Fig. 1: run 1, M1 wires
Scale bar: 50 µm. Cells faint in the background.
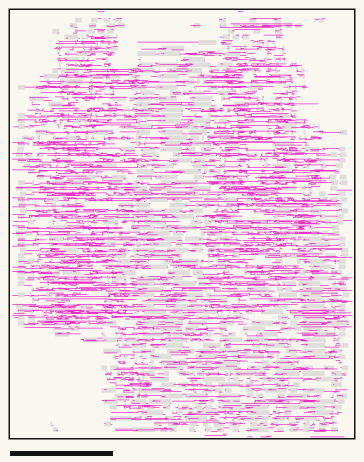
Fig. 2: run 1, met2 routing
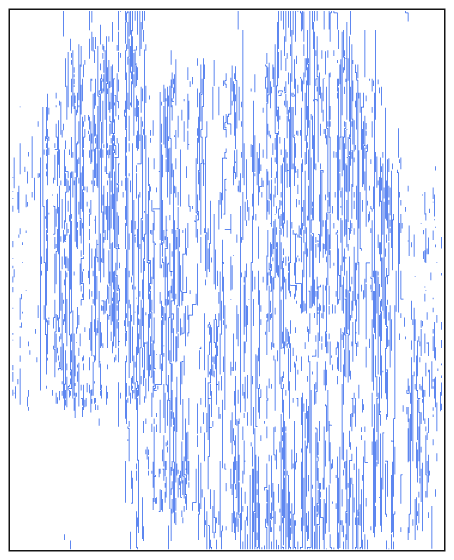
Fig. 3: run 1, M3 wires
Scale bar: 50 µm.
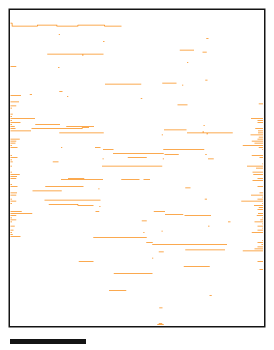
## src/rtl/riscv_pkg.sv

```systemverilog
// rtl/riscv_pkg.sv - shared RISC-V pipeline types and constants
//
// Purpose: common definitions used by the fetch stage and its queue.
//   XLEN          : address / PC width
//   NOP_INSTR     : canonical NOP (addi x0, x0, 0) presented when no instruction is valid
//   fetch_entry_t : one fetch-queue entry {instr, pc}

package riscv_pkg;

    localparam int XLEN = 32;

    localparam logic [31:0] NOP_INSTR = 32'h0000_0013;

    typedef struct packed {
        logic [31:0]     instr;
        logic [XLEN-1:0] pc;
    } fetch_entry_t;

endpackage

```

## src/rtl/fetch_queue.sv

```systemverilog
// rtl/fetch_queue.sv - synchronous FIFO of fetched {instr, pc} entries
//
// Purpose: small circular buffer that absorbs decode stalls between the
// instruction memory and the decode stage.
//
// Ports:
//   clk        in   clock, rising edge
//   rst        in   synchronous active-high reset, empties the queue
//   flush      in   empties the queue; wins over a same-cycle push
//   push       in   write push_data at the tail
//   push_data  in   entry to write
//   pop        in   remove the head entry
//   head       out  entry at the head (undefined when count is 0)
//   count      out  number of valid entries, 0..DEPTH

module fetch_queue
    import riscv_pkg::*;
#(
    parameter int DEPTH = 2,
    localparam int CW   = $clog2(DEPTH + 1)
) (
    input  logic          clk,
    input  logic          rst,
    input  logic          flush,
    input  logic          push,
    input  fetch_entry_t  push_data,
    input  logic          pop,
    output fetch_entry_t  head,
    output logic [CW-1:0] count
);

    localparam int PW = $clog2(DEPTH);
    localparam logic [CW-1:0] FULL_COUNT = CW'(DEPTH);

    fetch_entry_t  mem [DEPTH];
    logic [PW-1:0] rd_ptr;
    logic [PW-1:0] wr_ptr;
    logic          do_push;
    logic          do_pop;

    // A push into a full queue is only legal when the head leaves in the
    // same cycle; the caller's credit scheme keeps this from ever being
    // refused, the guard just keeps the pointers consistent.
    always_comb begin
        do_pop  = pop && (count != '0) && !flush;
        do_push = push && !flush && ((count != FULL_COUNT) || do_pop);
    end

    always_ff @(posedge clk) begin
        if (rst || flush) begin
            rd_ptr <= '0;
            wr_ptr <= '0;
            count  <= '0;
        end else begin
            if (do_push) begin
                wr_ptr <= wr_ptr + 1'b1;
            end
            if (do_pop) begin
                rd_ptr <= rd_ptr + 1'b1;
            end
            count <= count + {{(CW-1){1'b0}}, do_push} - {{(CW-1){1'b0}}, do_pop};
        end
    end

    // Payload storage carries no reset; validity is tracked by count alone.
    always_ff @(posedge clk) begin
        if (!rst && do_push) begin
            mem[wr_ptr] <= push_data;
        end
    end

    assign head = mem[rd_ptr];

endmodule

```

## src/rtl/fetch_stage_buf.sv

```systemverilog
// rtl/fetch_stage_buf.sv - instruction fetch stage with PC, credit logic and fetch queue
//
// Purpose: holds the fetch PC, issues one word read per cycle to a
// synchronous one-cycle-latency instruction memory, buffers returned words
// for decode and handles redirects from execute.
//
// Ports:
//   clk             in   clock, rising edge
//   rst             in   synchronous active-high reset
//   imem_en         out  read request this cycle
//   imem_addr       out  request address (current PC)
//   imem_rdata      in   read data, valid the cycle after imem_en
//   redirect_valid  in   taken branch / jump from execute
//   redirect_pc     in   new fetch PC, bits [1:0] ignored
//   id_ready        in   decode accepts the head instruction
//   id_valid        out  head instruction valid
//   id_instr        out  head instruction, NOP when not valid
//   id_pc           out  PC of head instruction (holds last value when empty)
//   id_pc_plus4     out  id_pc + 4

module fetch_stage_buf #(
    parameter int              XLEN     = riscv_pkg::XLEN,
    parameter logic [XLEN-1:0] RESET_PC = '0,
    parameter int              DEPTH    = 2
) (
    input  logic            clk,
    input  logic            rst,
    output logic            imem_en,
    output logic [XLEN-1:0] imem_addr,
    input  logic [31:0]     imem_rdata,
    input  logic            redirect_valid,
    input  logic [XLEN-1:0] redirect_pc,
    input  logic            id_ready,
    output logic            id_valid,
    output logic [31:0]     id_instr,
    output logic [XLEN-1:0] id_pc,
    output logic [XLEN-1:0] id_pc_plus4
);

    import riscv_pkg::*;

    localparam int CW = $clog2(DEPTH + 1);
    localparam logic [CW:0] DEPTH_LIMIT = (CW + 1)'(DEPTH);

    logic [XLEN-1:0] pc_q;
    logic [XLEN-1:0] req_pc_q;
    logic [XLEN-1:0] last_pc_q;
    logic            inflight_q;

    fetch_entry_t    head;
    fetch_entry_t    push_data;
    logic [CW-1:0]   q_count;
    logic            q_valid;
    logic            pop;
    logic            push;
    logic            issue;
    logic [CW:0]     credit_need;
    logic            unused_bits;

    fetch_queue #(
        .DEPTH (DEPTH)
    ) u_queue (
        .clk       (clk),
        .rst       (rst),
        .flush     (redirect_valid),
        .push      (push),
        .push_data (push_data),
        .pop       (pop),
        .head      (head),
        .count     (q_count)
    );

    always_comb begin
        q_valid  = (q_count != '0);
        id_valid = !rst && q_valid;
        pop      = id_valid && id_ready;

        // Slots that will be committed after this edge: queued entries plus
        // the word still in flight, minus the head decode takes now. A new
        // request is allowed only if its reply is guaranteed a slot.
        credit_need = {1'b0, q_count}
                    + {{CW{1'b0}}, inflight_q}
                    - {{CW{1'b0}}, pop};
        issue = !rst && !redirect_valid && (credit_need < DEPTH_LIMIT);

        // A reply that lands in a redirect cycle belongs to the wrong path.
        push            = !rst && !redirect_valid && inflight_q;
        push_data.instr = imem_rdata;
        push_data.pc    = req_pc_q;

        imem_en   = issue;
        imem_addr = rst ? RESET_PC : pc_q;

        id_instr    = id_valid ? head.instr : NOP_INSTR;
        id_pc       = rst ? RESET_PC : (q_valid ? head.pc : last_pc_q);
        id_pc_plus4 = id_pc + XLEN'(4);
    end

    assign unused_bits = ^redirect_pc[1:0];

    always_ff @(posedge clk) begin
        if (rst) begin
            pc_q       <= RESET_PC;
            req_pc_q   <= RESET_PC;
            last_pc_q  <= RESET_PC;
            inflight_q <= 1'b0;
        end else begin
            if (redirect_valid) begin
                pc_q       <= {redirect_pc[XLEN-1:2], 2'b00};
                inflight_q <= 1'b0;
            end else begin
                inflight_q <= issue;
                if (issue) begin
                    pc_q     <= pc_q + XLEN'(4);
                    req_pc_q <= pc_q;
                end
            end
            // Remember the last visible head so id_pc holds while empty.
            if (q_valid) begin
                last_pc_q <= head.pc;
            end
        end
    end

endmodule
```

## config.mk

```make
export PLATFORM = sky130hd
export DESIGN_NAME = fetch_stage_buf
export DESIGN_NICKNAME = d
export VERILOG_FILES = /design/src/rtl/riscv_pkg.sv /design/src/rtl/fetch_queue.sv /design/src/rtl/fetch_stage_buf.sv
export SDC_FILE = /design/constraint.sdc
export NUM_CORES = 1
export LEC_CHECK = 0
export ABC_AREA = 1
export CAP_MARGIN = 40
export CELL_PAD_IN_SITES_DETAIL_PLACEMENT = 1
export CELL_PAD_IN_SITES_GLOBAL_PLACEMENT = 2
export CORE_ASPECT_RATIO = 1.25
export CORE_MARGIN = 2
export CORE_UTILIZATION = 35
export DETAILED_ROUTE_END_ITERATION = 8
export GPL_TIMING_DRIVEN = 0
export PLACE_DENSITY = 0.88
export SYNTH_ARGS = -nofsm -noshare
export SYNTH_HDL_FRONTEND = slang
export SYNTH_HIERARCHICAL = 1
export SYNTH_SLANG_ARGS = --single-unit
export TNS_END_PERCENT = 20
```

## constraint.sdc

```tcl
create_clock -name clk -period 20 [get_ports clk]
set_input_delay 4 -clock clk [delete_from_list [all_inputs] [get_ports clk]]
set_output_delay 4 -clock clk [all_outputs]
set_load 0.02 [all_outputs]
```

==> impl_metrics.ini, run 1 <==
; flow metrics
[status]
status = finished clean

[global_route]
grt_pass1_wl_um = 57100
overflow = 0

[place]
place_congestion = 0.895

[logic_synthesis]
ys_cells = 1325
synth_top_cell_by_area = edfxtp_1
synth-seq-cells = 226
synth.logic.top_family = simple AND/OR/NAND/NOR gates

[timing]
whs_ns = 0.464
post-route-period-util_pct = 64.3

[power_and_ir_drop]
leakage_nw = 6.07

[cells_and_area]
largest_cell_class = flip-flops and latches
diodes = 1
logic_area_um2 = 4720
comb_share_pct = 31.3

[setup_path]
crit_path_frequent_cell = nor2_1
path_depth = 15
r2r-start = u_queue/count[1]

[clock_tree]
root_buffer = clkbuf_16

[routing]
dr_wl_met3_um = 1240
dr.pass1.iters = 5
About Fig. 1:
- share of all routed wire: 41%
- main direction: horizontal
- nets with wire on the layer: 1519
- longest straight run: 42.3 µm
- wire length on this layer: 14900 µm

About Fig. 2:
- share of all routed wire: 52%
- nets with wire on the layer: 1379
- main direction: vertical
- longest straight run: 89.4 µm
- wire length on this layer: 18600 µm

About Fig. 3:
- longest straight run: 48.8 µm
- nets with wire on the layer: 129
- share of all routed wire: 3.5%
- wire length on this layer: 1240 µm
- main direction: horizontal

==> run 1 -> run 2 <==
--- a/config.mk
+++ b/config.mk
@@ -11,10 +11,10 @@
 export CELL_PAD_IN_SITES_GLOBAL_PLACEMENT = 2
 export CORE_ASPECT_RATIO = 1.25
 export CORE_MARGIN = 2
-export CORE_UTILIZATION = 35
+export CORE_UTILIZATION = 29
 export DETAILED_ROUTE_END_ITERATION = 8
 export GPL_TIMING_DRIVEN = 0
-export PLACE_DENSITY = 0.88
+export PLACE_DENSITY = 0.78
 export SYNTH_ARGS = -nofsm -noshare
 export SYNTH_HDL_FRONTEND = slang
 export SYNTH_HIERARCHICAL = 1
==> constraint.sdc (replaced) <==
create_clock -name clk -period 11.7 [get_ports clk]
set_input_delay 2.34 -clock clk [delete_from_list [all_inputs] [get_ports clk]]
set_output_delay 2.34 -clock clk [all_outputs]
set_load 0.02 [all_outputs]
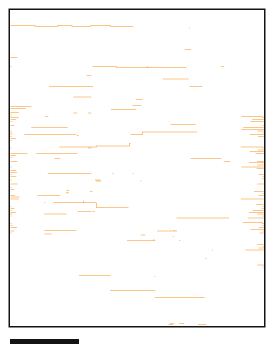
Fig. 4. M3 wires (run 2).
Scale bar: 50 µm.
- main direction: horizontal
- wire length on this layer: 1320 µm

==> impl_metrics.ini, run 2 <==
; flow metrics
[logic_synthesis]
ys_cells = 1325
synth.logic.top_family = simple AND/OR/NAND/NOR gates
netlist_area_um2 = 11600
common_cells = 309 x nand2_1, 200 x nor2_1, 180 x inv_1
synth_top_cell_by_area = edfxtp_1

[timing]
hold_viol = 0
whs_ns = 0.454
post-route-period-util_pct = 81.9
relSlewSlack_pct = 44.4

[power_and_ir_drop]
p_comb_share_pct = 7.2
leakage_nw = 6.04

[cells_and_area]
logic_area_um2 = 4720
clock_area_share_pct = 5.41
comb_share_pct = 31.2
inv_count = 187
diodes = 1

[routing]
dr_wl_met3_um = 1320
dr.pass1.iters = 4

[global_route]
grt_pass1_wl_um = 56100
overflow = 0

[setup_path]
crit_arrival_ns = 7.24
crit_path_frequent_cell = nor2_1
cp.required_ns = 9.36
r2r-start = u_queue/count[1]
path_depth = 15

[clock_tree]
cts_sinks = 226
root_buffer = clkbuf_16

[place]
dpl_worst_slack_ns = 2.07
place_congestion = 0.837

[status]
status = finished clean
==> run 2 -> run 3 <==
--- a/config.mk
+++ b/config.mk
@@ -11,10 +11,10 @@
 export CELL_PAD_IN_SITES_GLOBAL_PLACEMENT = 2
 export CORE_ASPECT_RATIO = 1.25
 export CORE_MARGIN = 2
-export CORE_UTILIZATION = 29
+export CORE_UTILIZATION = 32
 export DETAILED_ROUTE_END_ITERATION = 8
 export GPL_TIMING_DRIVEN = 0
-export PLACE_DENSITY = 0.78
+export PLACE_DENSITY = 0.82
 export SYNTH_ARGS = -nofsm -noshare
 export SYNTH_HDL_FRONTEND = slang
 export SYNTH_HIERARCHICAL = 1
==> constraint.sdc (replaced) <==
create_clock -name clk -period 9.5 [get_ports clk]
set_input_delay 1.9 -clock clk [delete_from_list [all_inputs] [get_ports clk]]
set_output_delay 1.9 -clock clk [all_outputs]
set_load 0.02 [all_outputs]
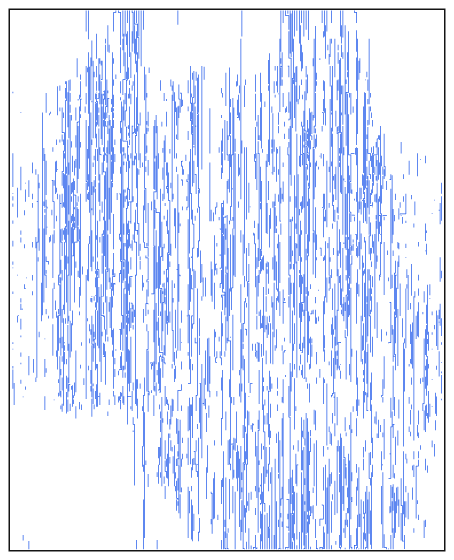
Fig. 5. Met2 routing (run 3).
- share of all routed wire: 52%
- main direction: vertical
- wire length on this layer: 19100 µm

==> impl_metrics.ini, run 3 <==
; flow metrics
[status]
status = finished clean

[clock_tree]
root_buffer = clkbuf_16
cts_sinks = 226

[timing]
hold_viol = 0
post-route-period-util_pct = 92.0
whs_ns = 0.459
relSlewSlack_pct = 47.9

[logic_synthesis]
ys_cells = 1325
netlist_area_um2 = 11600
common_cells = 309 x nand2_1, 200 x nor2_1, 180 x inv_1
synth_top_cell_by_area = edfxtp_1
synth.logic.top_family = simple AND/OR/NAND/NOR gates

[routing]
dr.pass1.iters = 5
dr_wl_met3_um = 1320

[power_and_ir_drop]
leakage_nw = 6.06
p_comb_share_pct = 7.1

[place]
dpl_worst_slack_ns = 0.708
place_congestion = 0.862

[setup_path]
crit_path_frequent_cell = nor2_1
r2r-start = u_queue/count[1]
crit_arrival_ns = 6.84

[global_route]
grt_pass1_wl_um = 56900

[cells_and_area]
clock_area_share_pct = 5.58
diodes = 0
logic_area_um2 = 4720
